Figure 1. Sequential cells colored by netlist name.
(4 px per um) Other sequential cells in the stronger gray, the rest of the logic in the fainter gray.
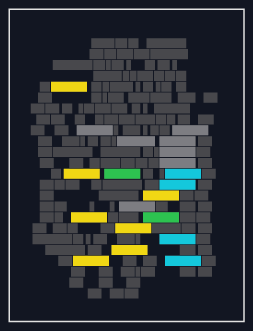
Figure 2. Routed metal per tile.
(4 px per um) 12 x 16 tiles, from black (low) to pale yellow (high), scaled to the fullest tile. Values are wire area over tile area, all layers added.
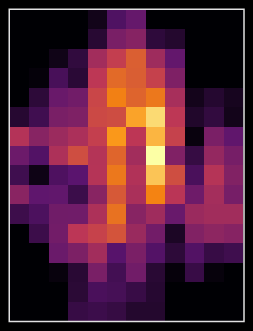
Figure 3. The clock network.
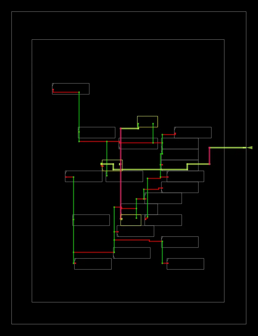
Figure 4. Cell sizes after repair.
(6 px per um)
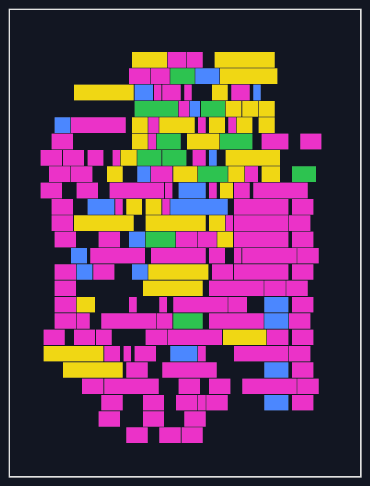
Figure 5. The metal 3 layer.
(6 px per um)
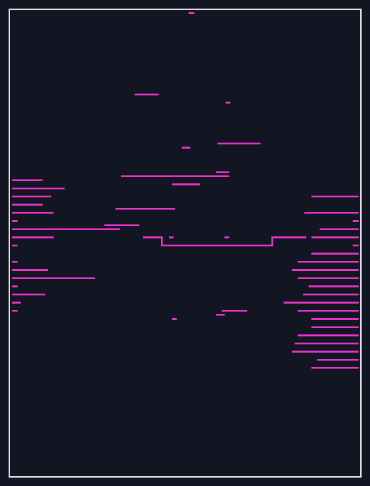
`src/rtl/sprite_rom_arbiter_if.sv`:
```
// Requester-side bus of the sprite ROM arbiter: level requests, flattened
// addresses, burst-lock hints, one-hot grant and one-hot return strobe.
interface sprite_rom_arbiter_if #(
  parameter int N_REQ  = 4,
  parameter int ADDR_W = 7,
  parameter int DATA_W = 4
);
  logic [N_REQ-1:0]        req;
  logic [N_REQ*ADDR_W-1:0] addr;
  logic [N_REQ-1:0]        lock;
  logic [N_REQ-1:0]        gnt;
  logic [DATA_W-1:0]       rdata;
  logic [N_REQ-1:0]        rvalid;

  modport slave  (input  req, addr, lock, output gnt, rdata, rvalid);
  modport master (output req, addr, lock, input  gnt, rdata, rvalid);
endinterface

```
`src/rtl/sprite_rom_arbiter.sv`:
```
// Round-robin share of one sprite palette-index ROM among N_REQ renderers.
// Optional burst lock (priority stays on a locking winner): SPRITE_ROM_ARB_LOCK_EN.
module sprite_rom_arbiter #(
  parameter int N_REQ   = 4,
  parameter int ADDR_W  = 7,
  parameter int DATA_W  = 4,
  parameter int ROM_LAT = 1
) (
  input  logic                vga_clk,
  input  logic                reset_n,
  sprite_rom_arbiter_if.slave rd,
  output logic [ADDR_W-1:0]   rom_addr,
  input  logic [DATA_W-1:0]   rom_q
);
  localparam int PTR_W = $clog2(N_REQ);
  localparam logic [PTR_W-1:0] LAST = PTR_W'(N_REQ - 1);

  logic [PTR_W-1:0]              ptr, ptr_nxt, win;
  logic                          found, xfer;
  logic [N_REQ-1:0]              gnt_c;
  logic [N_REQ-1:0][ADDR_W-1:0]  addr_a;
  logic [ROM_LAT-1:0]            vld_pipe;
  logic [ROM_LAT-1:0][PTR_W-1:0] idx_pipe;
  logic [DATA_W-1:0]             rdata_q;
  logic [N_REQ-1:0]              rvalid_q;

  for (genvar g = 0; g < N_REQ; g++) begin : g_addr
    assign addr_a[g] = rd.addr[g*ADDR_W +: ADDR_W];
  end

  // Scan upward from ptr with wrap; first requesting index wins.
  always_comb begin
    found = 1'b0;
    win   = '0;
    for (int k = 0; k < N_REQ; k++) begin
      if (!found && rd.req[(int'(ptr) + k) % N_REQ]) begin
        found = 1'b1;
        win   = PTR_W'((int'(ptr) + k) % N_REQ);
      end
    end
  end

  assign xfer = found & reset_n;

  always_comb begin
    gnt_c = '0;
    if (xfer) gnt_c[win] = 1'b1;
  end

  assign rd.gnt    = gnt_c;
  assign rd.rdata  = rdata_q;
  assign rd.rvalid = rvalid_q;

  always_comb begin
    ptr_nxt = (win == LAST) ? '0 : win + 1'b1;
`ifdef SPRITE_ROM_ARB_LOCK_EN
    if (rd.lock[win]) ptr_nxt = win;
`endif
  end

`ifndef SPRITE_ROM_ARB_LOCK_EN
  logic unused_lock;
  assign unused_lock = ^rd.lock;
`endif

  always_ff @(posedge vga_clk or negedge reset_n) begin
    if (!reset_n) begin
      ptr      <= '0;
      rom_addr <= '0;
    end else if (xfer) begin
      ptr      <= ptr_nxt;
      rom_addr <= addr_a[win];
    end
  end

  // Tag pipeline tracks which requester owns the read currently in the ROM.
  always_ff @(posedge vga_clk or negedge reset_n) begin
    if (!reset_n) begin
      vld_pipe <= '0;
      idx_pipe <= '0;
      rdata_q  <= '0;
      rvalid_q <= '0;
    end else begin
      vld_pipe[0] <= xfer;
      idx_pipe[0] <= win;
      for (int s = 1; s < ROM_LAT; s++) begin
        vld_pipe[s] <= vld_pipe[s-1];
        idx_pipe[s] <= idx_pipe[s-1];
      end
      rvalid_q <= '0;
      if (vld_pipe[ROM_LAT-1]) begin
        rdata_q  <= rom_q;
        rvalid_q <= N_REQ'(1) << idx_pipe[ROM_LAT-1];
      end
    end
  end
endmodule

```
`src/flat_wrapper.sv`:
```
// flat-port wrapper written by rule: the top's interface ports become plain ports
module sprite_rom_arbiter_flat 
#(
  parameter int N_REQ   = 4,
  parameter int ADDR_W  = 7,
  parameter int DATA_W  = 4,
  parameter int ROM_LAT = 1
)
  (vga_clk, reset_n, rom_addr, rom_q, rd_req, rd_addr, rd_lock, rd_gnt, rd_rdata, rd_rvalid);
  sprite_rom_arbiter_if #(.N_REQ(N_REQ), .ADDR_W(ADDR_W), .DATA_W(DATA_W)) rd_i ();
  input  logic vga_clk;
  input  logic reset_n;
  output logic [ADDR_W-1:0] rom_addr;
  input  logic [DATA_W-1:0] rom_q;
  input wire logic [$bits(rd_i.req)-1:0] rd_req;
  input wire logic [$bits(rd_i.addr)-1:0] rd_addr;
  input wire logic [$bits(rd_i.lock)-1:0] rd_lock;
  output wire logic [$bits(rd_i.gnt)-1:0] rd_gnt;
  output wire logic [$bits(rd_i.rdata)-1:0] rd_rdata;
  output wire logic [$bits(rd_i.rvalid)-1:0] rd_rvalid;
  assign rd_i.req = rd_req;
  assign rd_i.addr = rd_addr;
  assign rd_i.lock = rd_lock;
  assign rd_gnt = rd_i.gnt;
  assign rd_rdata = rd_i.rdata;
  assign rd_rvalid = rd_i.rvalid;
  sprite_rom_arbiter #(.N_REQ(N_REQ), .ADDR_W(ADDR_W), .DATA_W(DATA_W), .ROM_LAT(ROM_LAT)) u_core (.vga_clk(vga_clk), .reset_n(reset_n), .rd(rd_i), .rom_addr(rom_addr), .rom_q(rom_q));
endmodule
```
`config.mk`:
```
export PLATFORM = sky130hd
export DESIGN_NAME = sprite_rom_arbiter_flat
export DESIGN_NICKNAME = d
export VERILOG_FILES = /design/src/rtl/sprite_rom_arbiter_if.sv /design/src/rtl/sprite_rom_arbiter.sv /design/src/flat_wrapper.sv
export SDC_FILE = /design/constraint.sdc
export NUM_CORES = 1
export LEC_CHECK = 0
export CAP_MARGIN = 20
export CORE_ASPECT_RATIO = 1.4
export CORE_MARGIN = 5
export CORE_UTILIZATION = 34
export DETAILED_ROUTE_END_ITERATION = 6
export GPL_ROUTABILITY_DRIVEN = 0
export PLACE_DENSITY = 0.75
export SETUP_SLACK_MARGIN = 0.1
export SYNTH_ARGS = -nofsm -noshare
export SYNTH_HDL_FRONTEND = slang
export SYNTH_SLANG_ARGS = --single-unit
```
`constraint.sdc`:
```
create_clock -name vga_clk -period 1.91 [get_ports vga_clk]
set_clock_uncertainty 0.05 [all_clocks]
set_input_delay 0.382 -clock vga_clk [delete_from_list [all_inputs] [get_ports vga_clk]]
set_output_delay 0.382 -clock vga_clk [all_outputs]
set_load 0.02 [all_outputs]
```
==> out/metrics.csv <==
stage,metric,value,unit
run,stage_log_warnings,33,
die,num_io_pins,61,
min_path,worstHoldPathType,input port to async pin,
critical_path,timing.critical_path.cells,mux2_4 -> o221ai_4 -> inv_4 -> ha_4 -> and2_4 -> buf_6,
layout,num_antenna_cells,0,
critical_path,worst-path-buf-inv,2,
synth,number_of_enable_flip_flop_cells,0,
outcome,violations,setup timing,
synth,ys_types,32,
synth,syn_area,1112,um^2
layout,final_nets,218,
die,die_width,58.34,um
outcome,status,"finished, violations left",
clock_network,clock_tree_from_tritoncts,done,
power_and_ir_drop,leakagePower,0.8839,nW
sta,report.final.setup_viol,5,
sta,relSlewSlack,79.36,%
sta,worst_slack,-0.2486,ns
route,met2_length,2.112,mm
grt,grt_antenna_before_repair,0,
grt,grt_pass1_vias,1209,
route,route.detailed.vias_per_inst,5.250,
sta,post_layout_period_usage,113.0,%
critical_path,critical_path_cell_with_the_highest_stage_delay,sky130_fd_sc_hd__dfrtp_2,
clock_network,clkSlewWorstSetupHoldPaths,0.07,ns
place,placement.io_buffers,56,
run,maxCapViolCount,0,
synth,most_numerous_cell_types_in_the_synthesized_netlist,"sky130_fd_sc_hd__dfrtp_1, sky130_fd_sc_hd__nor2_1, sky130_fd_sc_hd__a211oi_1, sky130_fd_sc_hd__mux2i_1, sky130_fd_sc_hd__inv_1",
critical_path,crit_path_end_kind,output port,
die,num_rows,24,
clock_network,inserted_clock_buffers,3,
synth,ys.flops,20,
layout,num-fill-cells,234,
die,initial_core_util,35.62,%
power_and_ir_drop,cellPowerDensity,1050,nW/um^2
critical_path,worst_ep_arrival_time,1.73,ns
critical_path,slowest_delay,0.45,ns
route,route.detailed.drc,0,
die,floorplan.die_area,4532,um^2
## Picture notes: Figure 1
cyan -> u_core.rd.rdata  # sequential cells 4
green -> u_core.idx_pipe  # sequential cells 2
yellow -> u_core.rom_addr  # sequential cells 7
not colored = 7

## Picture notes: Figure 2
nearly empty tiles = 26%
tiles over half the peak = 15%
fullest tile = 0.55

## Picture notes: Figure 3
Clock buffer cells: 3
latest clock arrival within the worst-skew pair: 0.25 ns
total clock sinks: 20

## Picture notes: Figure 4
magenta -> x1 and smaller  # cells 109, share 63%
green -> x6 and larger  # cells 11, share 6.4%
yellow -> x3 and x4  # cells 34, share 20%
blue -> x2  # cells 19, share 11%

## Picture notes: Figure 5
share of all routed wire = 8.8%
wire length on this layer = 341 um
longest straight run = 18.4 um
main direction = horizontal
nets with wire on the layer = 45

## per-layer routing
metal / track usage, % / up-vias
li1: - / 513
met1: 16.56 / 529
met2: 29.31 / 56
met3: 5.482 / 15
met4: 8.585 / 0
met5: 0 / -
## logic make-up after synthesis
family,share of synthesized area [%]
AND-OR/OR-AND,21.94
adder cells (fa/ha/maj),1.125
buffers and inverters,6.186
flip-flops,44.99
multiplexers,11.70
AND/OR/NAND/NOR,14.06
## cell type report
cell class	count	area [um^2]	area share, %
timing repair buffer	77	745.7	35.54
multi-input combinational	66	732.0	34.88
sequential	20	501.7	23.91
tap	39	48.80	2.326
clock buffer	3	41.29	1.968
inverter	7	28.78	1.371
## path summary, 6_finish.rpt
path	endpoint	cells after the start
max	rd_gnt[3]	6
min	u_core.rd.rvalid[0]	2
max reg2reg	u_core.rom_addr[4]	7
min reg2reg	u_core.rd.rvalid[1]	1
max in group asynchronous	u_core.ptr[1]	2
min in group vga_clk	u_core.rd.rvalid[1]	1
## flip-flops by register name, summed over array words and instances, names as in the netlist
register	flops
u_core.rom_addr	7
u_core.vld_pipe	1
u_core.rd.rvalid	4
u_core.rd.rdata	4
u_core.ptr	2
u_core.idx_pipe	2
## power breakdown
part | internal [mW] | leakage, nW | switching [mW]
logic | 0.657 | 0.625 | 0.641
clock network | 0.140 | 0.0216 | 0.131
registers | 0.544 | 0.237 | 0.0902
total | 1.34 | 0.884 | 0.862
## stage by stage
stage                     utilization, %  instances  worst slack [ns]
final                              67.19        212           -0.2486
after global routing               67.19        212           -0.3176
after CTS                          63.38        210           -0.2503
after detailed placement           57.45        203           -0.9076
after global placement             57.45        203           -0.8323
after floorplan                        -         98          -0.05525
## what timing repair did
action,in CTS,in global routing
buffers inserted,6,2
hold buffers,0,0
gates resized,50,18
pin swaps,5,4
setup endpoints to repair,12,11
Power is estimated from default activity; no workload was simulated.
